metal_stack.png
Scale: 3 px per um. Two of the layers only.
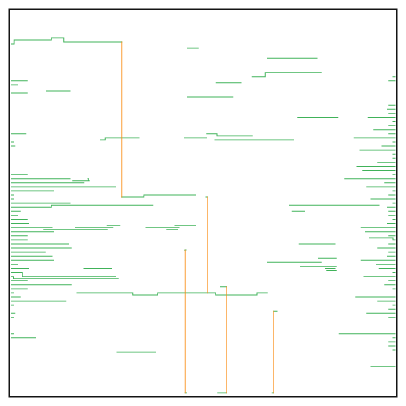
met1.png
Scale: 3 px per um. Supply wires on this layer in grey.
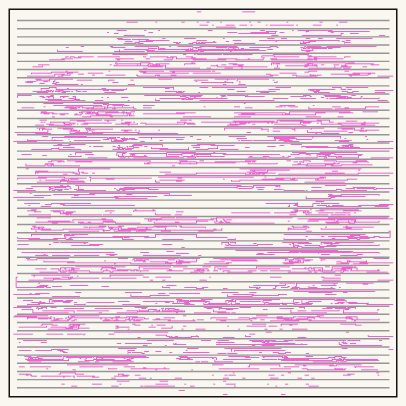
==> config.mk <==
export PLATFORM = sky130hd
export DESIGN_NAME = aes_axis_packer
export DESIGN_NICKNAME = d
export VERILOG_FILES = /design/src/rtl/aes_axis_packer.sv
export SDC_FILE = /design/constraint.sdc
export NUM_CORES = 1
export LEC_CHECK = 0
export CELL_PAD_IN_SITES_DETAIL_PLACEMENT = 0
export CELL_PAD_IN_SITES_GLOBAL_PLACEMENT = 1
export CORE_MARGIN = 2
export CORE_UTILIZATION = 41
export CTS_BUF_LIST = sky130_fd_sc_hd__clkbuf_8
export DETAILED_ROUTE_END_ITERATION = 8
export GPL_ROUTABILITY_DRIVEN = 0
export GPL_TIMING_DRIVEN = 0
export HOLD_SLACK_MARGIN = 0.03
export PLACE_DENSITY_LB_ADDON = 0.1
export SLEW_MARGIN = 20
export SYNTH_ARGS = -nofsm -noshare
export SYNTH_HDL_FRONTEND = slang
export SYNTH_SLANG_ARGS = --single-unit
==> constraint.sdc <==
create_clock -name clk -period 3.39 [get_ports clk]
set_input_delay 0.8475 -clock clk [delete_from_list [all_inputs] [get_ports clk]]
set_output_delay 0.8475 -clock clk [all_outputs]
set_load 0.005 [all_outputs]
==> out/summary.txt <==
Worst Path Buf+Inv -> 2
most area-hungry cell type in the Yosys netlist -> sky130_fd_sc_hd__dfrtp_1
number of diodes -> 0
Critical Path Source Type -> input pin
result of the run -> finished, final reports clean
largest net degree at the start of global routing -> 87
detail-routed via count per cell -> 5.433
Worst Setup Slack, final -> 1.032 ns
layout net count -> 693
number of nets still failing antenna checks after routing -> 0
wire length of the first global-routing pass -> 26.81 mm
number of warnings printed during yosys synthesis -> 0
Wirelength per Cell -> 20.54 um
Max Buffers Root-to-Sink -> 2
TritonCTS Buffers -> 17
growth of design area from synthesis to finish -> 42.58%
number of placement rows -> 45
placed wire-length estimate after detailed placement -> 12.07 mm
power density normalized to cell area -> 850.4 nW/um2
Post-CTS Hold Fix Bufs -> 0
leakage component of the power -> 4.082 nW
hold slack -> 0.3906 ns
Worst R2R Setup Slack -> 1.52 ns
H-tree depth -> 4
Setup crit end kind -> flop
chip width -> 128.6 um
proportion of synthesized chip area in sequential cells -> 66.00%
Yosys Instances -> 431
combined area of all synthesized cells -> 6370 um2
slew of the pin with the lowest slew margin -> 0.6273 ns
Initial Utilization -> 41.90%
number of top-level pins -> 201
fraction of synthesized cell area taken by the top area cell type -> 66.00%
number of warnings in the stage logs -> 29
number of DRC violations after detailed-routing iteration 0 -> 292
clock-pin slew of the registers on the worst-case setup and hold paths -> 0.08 ns
class of the tightest hold or removal check -> input pin to async pin
Top area cell types -> sky130_fd_sc_hd__dfrtp_1 66%, sky130_fd_sc_hd__a22o_1 18%, sky130_fd_sc_hd__mux2_2 5.3%, sky130_fd_sc_hd__buf_6 2.1%, sky130_fd_sc_hd__buf_2 1.2%
latest clock arrival within the worst-skew pair -> 0.44 ns
count of distinct cell types in the synthesized netlist -> 31
post-synthesis chip area from yosys -> 6370 um2
crit-path cells -> clkdlybuf4s50_1 -> nand2_2 -> nor3_2 -> buf_4 -> mux2_2
Yosys reg bits -> 168
crit path DRT -> 3.72 ns
data arrival time of the worst path -> 2.69 ns
most frequently placed logic cell in the final layout -> sky130_fd_sc_hd__clkdlybuf4s50_1
Setup Crit Path Kind -> input pin to flop
number of max-capacitance violations reported -> 0
total count of hold-check failures in the final report -> 0
post-CTS setup-driven buffer insertion count -> 0
CTS tree -> done
DRC violations left -> 0
worst supply voltage drop on vdd -> 0.3990 mV
count of cells along the worst register-to-register path -> 4
CP max stage cell -> sky130_fd_sc_hd__clkdlybuf4s50_1
buffers added on ports -> 200
maximum frequency from static timing analysis -> 424.1 MHz
final worst path period need -> 2.358 ns
final tally of max-slew violations -> 0
fraction of the cycle the final worst path needs -> 69.56%
pre-CTS worst setup slack -> 0.5459 ns
flip-flop count of the largest register after layout -> 128
floorplan die area -> 16550 um2
share of cells above drive strength 1 -> 15.36%
Max transition margin -> 58.18%
drt pass-1 iters -> 5
Critical Path Max Stage Delay -> 0.54 ns
post-layout utilization of the core -> 59.74%
core outline area -> 15200 um2
setup clock skew after layout -> 0.009729 ns
critical path fanouts, max -> 10
number of global-route vias before repair -> 4598
TritonCTS Sinks -> 168
Cells after Synth -> 431
Final Setup Violations -> 0
CTS Root Cell -> sky130_fd_sc_hd__clkbuf_8
Power, Total -> 0.007724 W
total stage count of the critical path -> 5
nets in the synthesized netlist -> 473
Post-CTS Resized -> 0
Remaining Overflow, GRT -> 0
initial antenna violation count -> 0
die boundary height -> 128.6 um
setup repair after global routing missed its margin -> false
commonest cells after routing, fill and taps aside -> 199 x sky130_fd_sc_hd__clkdlybuf4s50_1, 168 x sky130_fd_sc_hd__dfrtp_1, 128 x sky130_fd_sc_hd__a22o_1, 30 x sky130_fd_sc_hd__mux2_2, 18 x sky130_fd_sc_hd__clkbuf_8
Worst path top cell family by delay -> buffers and inverters
Syn Area/Cell -> 14.78 um2
About metal_stack.png:
met3 -> green  # wire length 1220 um
met4 -> orange  # wire length 194 um
detailed-route via count: 4629
global-route usage over all layers: 21.36%

About met1.png:
longest straight run = 55.2 um
nets with wire on the layer = 601
main direction = horizontal
share of all routed wire = 46%
overall routed net length: 17.50 mm
fraction of met1 tracks used by global routing: 30.59%

-- routing by layer --
metal / track usage (%) / vias to the layer above / share of wire (%)
li1: - / 2062 / -
met5: 0 / - / 0
met1: 30.59 / 2382 / 46
met3: 6.362 / 10 / 7.0
met4: 6.074 / 0 / 1.1
met2: 31.87 / 175 / 46
-- layout make-up --
cell class | count | area, um2
sequential | 168 | 4204
multi-input combinational | 221 | 1873
tap | 188 | 235.2
inverter | 7 | 26.28
fill | 1201 | 6120
buffer | 35 | 266.5
clock inverter | 14 | 195.2
clock buffer | 18 | 247.7
timing repair buffer | 201 | 2034
-- logic make-up (layout without fill, tap and decap cells) --
family	Yosys count	after routing	synth area share (%)
flip-flops	168	168	66.00
AND-OR/OR-AND	152	152	19.98
buffers and inverters	42	275	4.596
AND/OR/NAND/NOR	33	33	2.986
multiplexers	32	32	5.657
adder cells (fa/ha/maj)	4	4	0.7857
-- power by group --
part	switching (W)	internal, W	leakage [nW]
Combinational	0.00126	0.00182	1.63
Clock	0.000748	0.000828	0.212
Sequential	0.000395	0.00267	2.24
-- through the flow --
step / instances / setup TNS, ns / area, um2
floorplan: 431 / 0 / 6370
global placement: 819 / -865.46 / 8607
detailed placement: 820 / 0 / 8640
CTS: 852 / 0 / 9082
global route: 852 / 0 / 9082
finish: 852 / 0 / 9082
-- cells in the mapped netlist --
| cell type | count |
|---|---|
| sky130_fd_sc_hd__a22oi_1 | 2 |
| sky130_fd_sc_hd__a22o_1 | 128 |
| sky130_fd_sc_hd__o2bb2ai_1 | 1 |
| sky130_fd_sc_hd__nand3_1 | 3 |
| sky130_fd_sc_hd__o211ai_1 | 1 |
| sky130_fd_sc_hd__nand2_2 | 1 |
| sky130_fd_sc_hd__dfrtp_1 | 168 |
| sky130_fd_sc_hd__nor3_2 | 1 |
| sky130_fd_sc_hd__mux2_1 | 2 |
| sky130_fd_sc_hd__o31a_1 | 1 |
| sky130_fd_sc_hd__nand3b_1 | 3 |
| sky130_fd_sc_hd__nor3_1 | 1 |
| sky130_fd_sc_hd__a31o_2 | 1 |
| sky130_fd_sc_hd__nor3b_4 | 1 |
| sky130_fd_sc_hd__ha_1 | 4 |
| sky130_fd_sc_hd__nor2_1 | 4 |
| sky130_fd_sc_hd__nor3b_1 | 1 |
| sky130_fd_sc_hd__mux2_2 | 30 |
| sky130_fd_sc_hd__nand2_1 | 10 |
| sky130_fd_sc_hd__a21oi_1 | 5 |
| sky130_fd_sc_hd__o211a_1 | 2 |
| sky130_fd_sc_hd__buf_6 | 12 |
| sky130_fd_sc_hd__nor2b_1 | 2 |
| sky130_fd_sc_hd__and2_1 | 5 |
| sky130_fd_sc_hd__o21ai_0 | 10 |
| sky130_fd_sc_hd__inv_1 | 7 |
| sky130_fd_sc_hd__buf_4 | 7 |
| sky130_fd_sc_hd__buf_2 | 15 |
| sky130_fd_sc_hd__nand4b_1 | 1 |
| sky130_fd_sc_hd__clkbuf_1 | 1 |
| sky130_fd_sc_hd__o21a_1 | 1 |
Power and IR drop assume default switching activity.
